[src/rtl/poly_wave_synth_if.sv]
// Sample stream between poly_wave_synth (master) and the audio codec (slave).
//
// Handshake: the master raises sample_valid with a stable sample word and
// keeps both unchanged until a cycle in which sample_ready is 1; that clock
// edge is the transfer, and sample_valid drops in the following cycle.
// sample_ready may be asserted at any time and carries no meaning while
// sample_valid is low.
interface poly_wave_synth_if;
    logic [23:0] sample;
    logic        sample_valid;
    logic        sample_ready;

    modport master (output sample, output sample_valid, input sample_ready);
    modport slave  (input sample, input sample_valid, output sample_ready);
endinterface

[src/rtl/poly_wave_synth.sv]
// Polyphonic, time-multiplexed tone generator.
// One phase accumulator per voice, all voices scanned once per audio sample
// and summed into a left-aligned 24-bit unsigned word.
// Build option: define POLY_SYNTH_TRI_EN to build the triangle waveform;
// without it wave_sel 2'b10 produces a square wave.
module poly_wave_synth #(
    parameter int NUM_VOICES = 16,
    parameter int ACC_W      = 24,
    parameter int OUT_W      = 8,
    parameter int SAMPLE_DIV = 1042
) (
    input  logic                  clk,
    input  logic                  reset_n,
    input  logic [NUM_VOICES-1:0] key_mask,
    input  logic [2:0]            octave,
    input  logic [1:0]            wave_sel,
    poly_wave_synth_if.master     out_if,
    output logic                  overrun,
    output logic [1:0]            dbg_state
);
    localparam int VW    = (NUM_VOICES > 1) ? $clog2(NUM_VOICES) : 1;
    localparam int SUM_W = OUT_W + $clog2(NUM_VOICES);
    localparam int DIV_W = $clog2(SAMPLE_DIV);
    localparam int SMP_W = 24;

    typedef enum logic [1:0] {IDLE, SCAN, MIX, VALID} state_t;

    state_t            state;
    logic [DIV_W-1:0]  div_cnt;
    logic              tick;
    logic [VW-1:0]     voice;
    logic [ACC_W-1:0]  phase [NUM_VOICES];
    logic [SUM_W-1:0]  mix_acc;
    logic [SMP_W-1:0]  sample_q;
    logic              sample_valid_q;

    // Per-voice datapath for the voice currently being scanned
    logic [3:0]        note;
    logic [3:0]        oct_sum;
    logic [2:0]        shift;
    logic [13:0]       base;
    logic [20:0]       inc_wide;
    logic [ACC_W-1:0]  cur_phase;
    logic [ACC_W-1:0]  cur_inc;
    logic [OUT_W:0]    p;
    logic [OUT_W-1:0]  p_lo;
    logic [OUT_W-1:0]  amp;

    // Phase increments for C..B at the lowest octave (24-bit accumulator, 48 kHz)
    function automatic logic [13:0] base_of(input logic [3:0] n);
        case (n)
            4'd0:    return 14'd5715;
            4'd1:    return 14'd6055;
            4'd2:    return 14'd6415;
            4'd3:    return 14'd6797;
            4'd4:    return 14'd7201;
            4'd5:    return 14'd7629;
            4'd6:    return 14'd8083;
            4'd7:    return 14'd8563;
            4'd8:    return 14'd9072;
            4'd9:    return 14'd9612;
            4'd10:   return 14'd10183;
            4'd11:   return 14'd10789;
            default: return 14'd0;
        endcase
    endfunction

    assign tick      = (div_cnt == DIV_W'(SAMPLE_DIV - 1));
    assign note      = 4'(int'(voice) % 12);
    // Voices above the first twelve continue into the next octave; the
    // shift saturates so the top octave repeats rather than overflowing.
    assign oct_sum   = {1'b0, octave} + 4'(int'(voice) / 12);
    assign shift     = (oct_sum > 4'd7) ? 3'd7 : oct_sum[2:0];
    assign base      = base_of(note);
    assign inc_wide  = {7'b0, base} << shift;
    assign cur_inc   = ACC_W'(inc_wide);
    assign cur_phase = phase[voice];
    assign p         = cur_phase[ACC_W-1 -: OUT_W+1];
    assign p_lo      = p[OUT_W-1:0];

    // Waveform amplitude of the scanned voice; released keys contribute nothing
    always_comb begin
        amp = '0;
        if (key_mask[voice]) begin
            case (wave_sel)
                2'b00:   amp = p[OUT_W] ? '0 : '1;
                2'b01:   amp = {OUT_W{1'b1}} - p_lo;
`ifdef POLY_SYNTH_TRI_EN
                2'b10:   amp = p[OUT_W] ? ~p_lo : p_lo;
`else
                2'b10:   amp = p[OUT_W] ? '0 : '1;
`endif
                default: amp = '0;
            endcase
        end
    end

    // Sample-rate divider, free running
    always_ff @(posedge clk or negedge reset_n) begin
        if (!reset_n) begin
            div_cnt <= '0;
        end else if (tick) begin
            div_cnt <= '0;
        end else begin
            div_cnt <= div_cnt + DIV_W'(1);
        end
    end

    // Scan/mix/handshake FSM with the phase accumulators and mix sum
    always_ff @(posedge clk or negedge reset_n) begin
        if (!reset_n) begin
            state          <= IDLE;
            voice          <= '0;
            mix_acc        <= '0;
            sample_q       <= '0;
            sample_valid_q <= 1'b0;
            overrun        <= 1'b0;
            for (int i = 0; i < NUM_VOICES; i++) begin
                phase[i] <= '0;
            end
        end else begin
            case (state)
                IDLE: begin
                    if (tick) begin
                        state   <= SCAN;
                        voice   <= '0;
                        mix_acc <= '0;
                    end
                end
                SCAN: begin
                    mix_acc <= mix_acc + SUM_W'(amp);
                    // A released key parks its phase at 0 so the next press starts clean
                    phase[voice] <= key_mask[voice] ? (cur_phase + cur_inc) : '0;
                    if (voice == VW'(NUM_VOICES - 1)) begin
                        state <= MIX;
                    end else begin
                        voice <= voice + VW'(1);
                    end
                end
                MIX: begin
                    sample_q       <= SMP_W'(mix_acc) << (SMP_W - SUM_W);
                    sample_valid_q <= 1'b1;
                    state          <= VALID;
                end
                VALID: begin
                    if (out_if.sample_ready) begin
                        sample_valid_q <= 1'b0;
                        state          <= IDLE;
                    end
                end
                default: state <= IDLE;
            endcase
            // A tick that finds the engine busy is lost; remember that it happened
            if (tick && (state != IDLE)) begin
                overrun <= 1'b1;
            end
        end
    end

    assign out_if.sample       = sample_q;
    assign out_if.sample_valid = sample_valid_q;
    assign dbg_state           = state;
endmodule
[src/flat_wrapper.sv]
// flat-port wrapper written by rule: the top's interface ports become plain ports
module poly_wave_synth_flat 
#(
    parameter int NUM_VOICES = 16,
    parameter int ACC_W      = 24,
    parameter int OUT_W      = 8,
    parameter int SAMPLE_DIV = 1042
)
  (clk, reset_n, key_mask, octave, wave_sel, overrun, dbg_state, out_if_sample, out_if_sample_valid, out_if_sample_ready);
  poly_wave_synth_if out_if_i ();
  input  logic clk;
  input  logic reset_n;
  input  logic [NUM_VOICES-1:0] key_mask;
  input  logic [2:0] octave;
  input  logic [1:0] wave_sel;
  output logic overrun;
  output logic [1:0] dbg_state;
  output wire logic [$bits(out_if_i.sample)-1:0] out_if_sample;
  output wire logic [$bits(out_if_i.sample_valid)-1:0] out_if_sample_valid;
  input wire logic [$bits(out_if_i.sample_ready)-1:0] out_if_sample_ready;
  assign out_if_sample = out_if_i.sample;
  assign out_if_sample_valid = out_if_i.sample_valid;
  assign out_if_i.sample_ready = out_if_sample_ready;
  poly_wave_synth #(.NUM_VOICES(NUM_VOICES), .ACC_W(ACC_W), .OUT_W(OUT_W), .SAMPLE_DIV(SAMPLE_DIV)) u_core (.clk(clk), .reset_n(reset_n), .key_mask(key_mask), .octave(octave), .wave_sel(wave_sel), .out_if(out_if_i), .overrun(overrun), .dbg_state(dbg_state));
endmodule
[config.mk]
export PLATFORM = sky130hd
export DESIGN_NAME = poly_wave_synth_flat
export DESIGN_NICKNAME = d
export VERILOG_FILES = /design/src/rtl/poly_wave_synth_if.sv /design/src/rtl/poly_wave_synth.sv /design/src/flat_wrapper.sv
export SDC_FILE = /design/constraint.sdc
export NUM_CORES = 1
export LEC_CHECK = 0
export CORE_ASPECT_RATIO = 1.75
export CORE_MARGIN = 3
export CORE_UTILIZATION = 60
export DETAILED_ROUTE_END_ITERATION = 10
export GPL_ROUTABILITY_DRIVEN = 0
export GPL_TIMING_DRIVEN = 0
export PLACE_DENSITY = 0.81
export SYNTH_ARGS = -nofsm -noshare
export SYNTH_HDL_FRONTEND = slang
export SYNTH_SLANG_ARGS = --single-unit
export TNS_END_PERCENT = 50
[constraint.sdc]
create_clock -name clk -period 6 [get_ports clk]
set_input_delay 0.6 -clock clk [delete_from_list [all_inputs] [get_ports clk]]
set_output_delay 0.6 -clock clk [all_outputs]
set_load 0.05 [all_outputs]
**Run 1: wiring by layer**

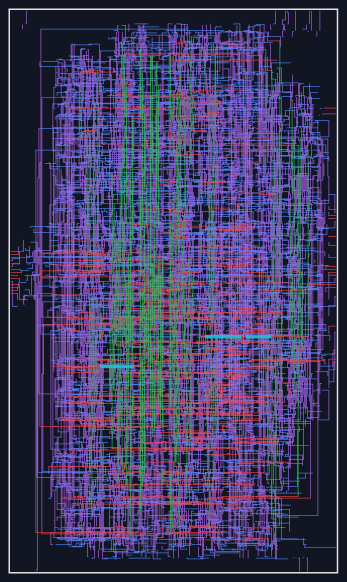
- blue: met1 (wire length 21.4 mm)
- purple: met2 (wire length 33.2 mm)
- cyan: met5 (wire length 38.6 um)
- red: met3 (wire length 6780 um)
- green: met4 (wire length 8590 um)

**Run 1: sequential cells coloured by netlist name**

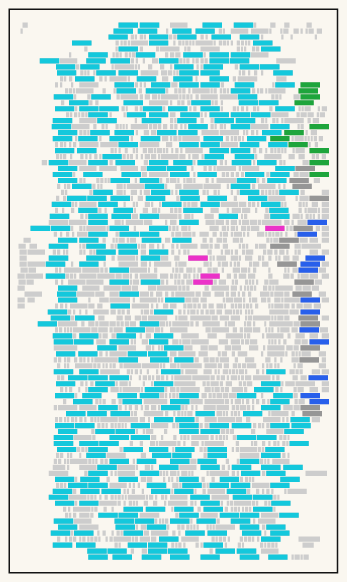
- blue: `u_core.out_if.sample` (flops 12; where right middle)
- green: `u_core.div_cnt` (flops 11; where top right)
- cyan: `u_core.phase` (flops 384; where all over the die)
- magenta: `u_core.voice` (flops 4; where middle)

**Run 1: ports around the boundary**

Pins as bars across the die edge, other pins in grey.
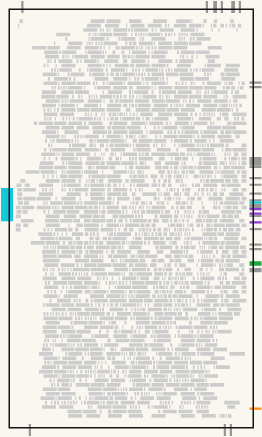
- purple: `octave` (pins 3; direction input; edge right)
- orange: `reset_n` (pins 1; direction input; edge right)
- green: `wave_sel` (pins 2; direction input; edge right)
- cyan: `key_mask` (pins 16; direction input; edge 15 left, 1 right)

==> ci_impl_report.md, run 1 <==
## Implementation flow summary

| Metric | Value |
|---|---|
| ANT cells | 3 |
| Grt met3 use | under 10% |
| Clock Network Area Fraction | under 10% |
| Number of vias per cell | around 7 |
| Stages on worst setup path | 17 |
| Most frequent cell after synthesis | dfrtp_1 |
| Routed WL per cell | approximately 27 um |
| Commonest flop | dfrtp_1 |
| Total wire length | about 70 mm |
| Yosys chip area | ~21000 um^2 |
| Total track usage | between 30% and 40% |
| RSZ-0062 raised after global routing | false |
| Post-synthesis sequential area ratio | approximately half |
| # Cells Yosys | 1991 |
| Gr ovfl total | 0 |
| Top cells by area | dfrtp_1 (50%), mux4_2 (13%), o21ai_0 (7.9%) |
| Largest reg by FF count | u_core.phase |
| Dominant cell area share | 49.97% |
| Site row count | roughly 90 |
| XOR-XNOR Cells, Area Fraction | about 1.9% |
| Maxcap violations | 0 |
| Fraction of area in multi-input gates | 41.37% |
| Worst stage delay on the critical path | around 530 ps |
| Layer with the highest usage | met2 |
| Place WS | -392.5 ps |
| CTS resizes | 12 |
| Most frequent logic cell in the layout | dfrtp_1 |
| Cell Chain, Critical Path | buf_2 > and2_2 > ha_1 > ha_1 > a31oi_1 > clkbuf_1 > mux2i_1 > mux2i_1 > ha_1 > o21ai_0 > nor3_1 > a221oi_4 > a2111oi_2 > nor3_1 > xnor2_2 > buf_2 > o21ai_0 |
| CTS Buffer Depth | 3 |
| Setup WS post-layout | between 200 and 250 ps |
| Critical path destination | u_core.phase[333] |
| DR DRC count | 0 |
| Met1 Use GR | approximately two fifths |
| Synth cell types | 73 |
| Outcome | completed |
| DRT antenna net count | 0 |
| Flop share of the area | between 40 and 50% |
| Min Tclk post-route | 5775 ps |
| Synth Area per Inst | between 10 and 15 um^2 |
| Fin cells | approximately 2600 |
| CTS clk-pin slew, worst paths | 70 ps |
| Synthesized registers | 427 |
| Worst-Margin Slew | 1038 ps |
| TritonCTS buffer count | 39 |
| Count of tool warnings | roughly 45 |
| Chip Area | ~38000 um^2 |
| CP Data Required Time | 6410 ps |
| Max reg flops | ~380 |
| Hold crit path type | in2async |
| Core area | around 35000 um^2 |
| Routing usage on met2 | 58.72% |
| Dpl hpwl | 48.69 mm |
| Taps Inserted | about 460 |
| Final setup viols | 0 |
| DIE HEIGHT | roughly 260 um |
| FF-to-FF End | u_core.phase[333] |
| DR WL met3 | 6.782 mm |
| Critical Path Most Common Cell | ha_1 |
| Clock Skew | around 27 ps |
| Pin count of the biggest net entering global routing | about 130 |
| Final number of max-transition violations | 0 |
| H-tree Lvls | 2 |
| Relative slew slack | between 30% and 40% |
| TNS Setup | 0 ps |
| Asr flop ratio synth | 100.0% |
| Top logic family | AND-OR/OR-AND gates |
| Non-clock buffer share | between 5 and 6% |
| CTS tree | built |
| Simple share | between 10% and 20% |
| CP top delay family | AND-OR/OR-AND gates |
| Clock buffer count | between 50 and 60 |
| Met1 wire length | 21.36 mm |
| Clk latency late pin | approximately 560 ps |
| Mux frac, synth | 14.49% |
| Startpoint Class | flip-flop |
| Placed Instances | 2504 |
| Flop count | roughly 430 |
| Die W | approximately 150 um |
| Initial Util | about three fifths |
| Worst R2R Setup Slack | roughly 220 ps |
| Worst R2R Start | u_core.voice[2] |
| Reg2Reg Depth | 17 |
| Cell count after synthesis | between 1500 and 2000 |
| Crit path max-delay cell type | a2111oi_2 |
| Input/output buffers | 39 |
| Design area | 23830 um^2 |
| DP Area | approximately 22000 um^2 |
| Antenna violations before repair | 6 |
| Comb. cell area | around 9900 um^2 |
| Inverters | 14 |
| Cell class ranked first by area | flip-flops and latches |
| FMAX | 0.1732 GHz |
| Critical Path Start | u_core.voice[2] |
| Arrival @ worst endpoint | between 6000 and 7000 ps |
| Fin. Hold Viols | 0 |
| Crit path buffers/inverters | 3 |
| Worst Setup Path Type | reg2reg |
| Yosys adder share | under 10% |
| EDFF count, synth | 0 |
| Post-CTS Setup Bufs | 0 |
| Compound-Gate Fraction of Synth Area | 14.96% |
| Mi-comb count | around 1400 |
| CTS Sinks | 427 |
| Number of global-route vias before repair | approximately 18000 |
| Max layer used | met5 |
| Drt pass-1 iters | 6 |
| CTS root buf | clkbuf_16 |
| Buffers excl. clock | between 200 and 250 |
| Synth area leader | dfrtp_1 |
| DR iter-0 viols | 2242 |
| Register area | approximately 11000 um^2 |
| Nets | 2152 |
| Met2 wire length | 33.22 mm |
| Mapped cell area | roughly 21000 um^2 |
| Final hold slack | 15.29 ps |
| Most numerous logic cells after layout | dfrtp_1 (427), nand2_1 (419), o21ai_0 (337) |
| Fraction of layout cells with a size suffix above 1 | between 10% and 20% |
| Fill cells | roughly 2500 |
| Crit Path Max Fanout | 11 |
| CTS hold repair buffers | 0 |
| Synth-to-layout area growth | 11.46% |
| Crit end category | flip-flop |
| Most frequent cells after synthesis | dfrtp_1 (427), nand2_1 (419), o21ai_0 (337) |
| First-pass GRT wire length | between 100 and 150 mm |
| Final core utilization | between 60% and 70% |
| Crit share post-route | around 96% |
==> run 2, diff against run 1 <==
==> constraint.sdc (replaced) <==
create_clock -name clk -period 6 [get_ports clk]
set_input_delay 0.9 -clock clk [delete_from_list [all_inputs] [get_ports clk]]
set_output_delay 0.9 -clock clk [all_outputs]
set_load 0.05 [all_outputs]
**Run 2: clock nets**

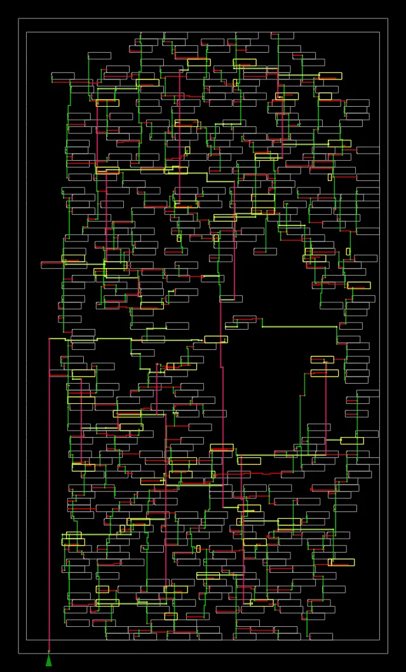
TritonCTS buffer count: 39
clock buffer count: 52

==> ci_impl_report.md, run 2 <==
## Implementation flow summary

| Metric | Value |
|---|---|
| Outcome | completed |
| DR DRC count | 0 (unchanged) |
| Clock Network Area Fraction | 5.365% (unchanged) |
| Drt pass-1 iters | 6 (unchanged) |
| Inverters | 14 (unchanged) |
| Cell count after synthesis | 1991 (unchanged) |
| Number of global-route vias before repair | 17970 (unchanged) |
| CP top delay family | AND-OR/OR-AND gates |
| Placed Instances | 2504 (unchanged) |
| Final core utilization | 68.50% (unchanged) |
| Setup WS post-layout | 224.7 ps (unchanged) |
| Crit share post-route | 96.26% (unchanged) |
| Asr flop ratio synth | 100.0% (unchanged) |
| Gr ovfl total | 0 (unchanged) |
| Buffers excl. clock | 207 (unchanged) |
| Die W | 148.7 um (unchanged) |
| Simple share | 11.52% (unchanged) |
| Critical Path Most Common Cell | ha_1 |
| H-tree Lvls | 2 (unchanged) |
| Clock Skew | 27.06 ps (unchanged) |
| Place WS | -392.5 ps (unchanged) |
| Stages on worst setup path | 17 (unchanged) |
| Min Tclk post-route | 5775 ps (unchanged) |
| DR iter-0 viols | 2242 (unchanged) |
| Number of vias per cell | 6.842 (unchanged) |
| Antenna violations before repair | 6 (unchanged) |
| Non-clock buffer share | 5.769% (unchanged) |
| CTS Buffer Depth | 3 (unchanged) |
| Hold crit path type | in2async |
| Synthesized registers | 427 (unchanged) |
| Max layer used | met5 |
| DIE HEIGHT | 255.7 um (unchanged) |
| Mapped cell area | 21380 um^2 (unchanged) |
| Arrival @ worst endpoint | 6180 ps (about the same) |
| Startpoint Class | flip-flop |
| XOR-XNOR Cells, Area Fraction | 1.919% (unchanged) |
| DP Area | 22480 um^2 (unchanged) |
| CTS Sinks | 427 (unchanged) |
| FF-to-FF End | u_core.phase[333] |
| Routed WL per cell | 27.27 um (unchanged) |
| Post-synthesis sequential area ratio | 49.97% (unchanged) |
| Cell class ranked first by area | flip-flops and latches |
| Most numerous logic cells after layout | dfrtp_1 (427), nand2_1 (419), o21ai_0 (337) |
| Met1 Use GR | 40.18% (unchanged) |
| Met1 wire length | 21.36 mm (unchanged) |
| CTS hold repair buffers | 0 (unchanged) |
| RSZ-0062 raised after global routing | false |
| EDFF count, synth | 0 (unchanged) |
| DRT antenna net count | 0 (unchanged) |
| Most frequent cell after synthesis | dfrtp_1 |
| Synth area leader | dfrtp_1 |
| Fin. Hold Viols | 0 (unchanged) |
| Final number of max-transition violations | 0 (unchanged) |
| FMAX | 0.1732 GHz (unchanged) |
| Worst-Margin Slew | 1038 ps (unchanged) |
| Met2 wire length | 33.22 mm (unchanged) |
| Design area | 23830 um^2 (unchanged) |
| Synth Area per Inst | 10.74 um^2 (unchanged) |
| Fin cells | 2567 (unchanged) |
| DR WL met3 | 6.782 mm (unchanged) |
| Synth cell types | 73 (unchanged) |
| Top cells by area | dfrtp_1 (50%), mux4_2 (13%), o21ai_0 (7.9%) |
| Core area | 34800 um^2 (unchanged) |
| Final hold slack | 315.3 ps (+300.0 ps) |
| Most frequent cells after synthesis | dfrtp_1 (427), nand2_1 (419), o21ai_0 (337) |
| Worst R2R Start | u_core.voice[2] |
| Post-CTS Setup Bufs | 0 (unchanged) |
| Mi-comb count | 1393 (unchanged) |
| Mux frac, synth | 14.49% (unchanged) |
| Clk latency late pin | 560 ps (about the same) |
| Crit path max-delay cell type | a2111oi_2 |
| Fraction of layout cells with a size suffix above 1 | 15.64% (unchanged) |
| Worst R2R Setup Slack | 220 ps (about the same) |
| Yosys chip area | 21380 um^2 (unchanged) |
| Initial Util | 61.46% (unchanged) |
| ANT cells | 3 (unchanged) |
| Commonest flop | dfrtp_1 |
| Comb. cell area | 9859 um^2 (unchanged) |
| Synth-to-layout area growth | 11.46% (unchanged) |
| Fill cells | 2453 (unchanged) |
**Run 2: sequential cells coloured by netlist name**

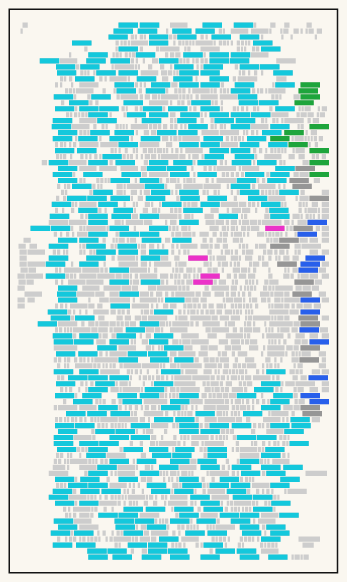
- blue: `u_core.out_if.sample` (flops 12; where right middle)
- magenta: `u_core.voice` (flops 4; where middle)
- cyan: `u_core.phase` (flops 384; where all over the die)
- green: `u_core.div_cnt` (flops 11; where top right)
- not coloured: 16

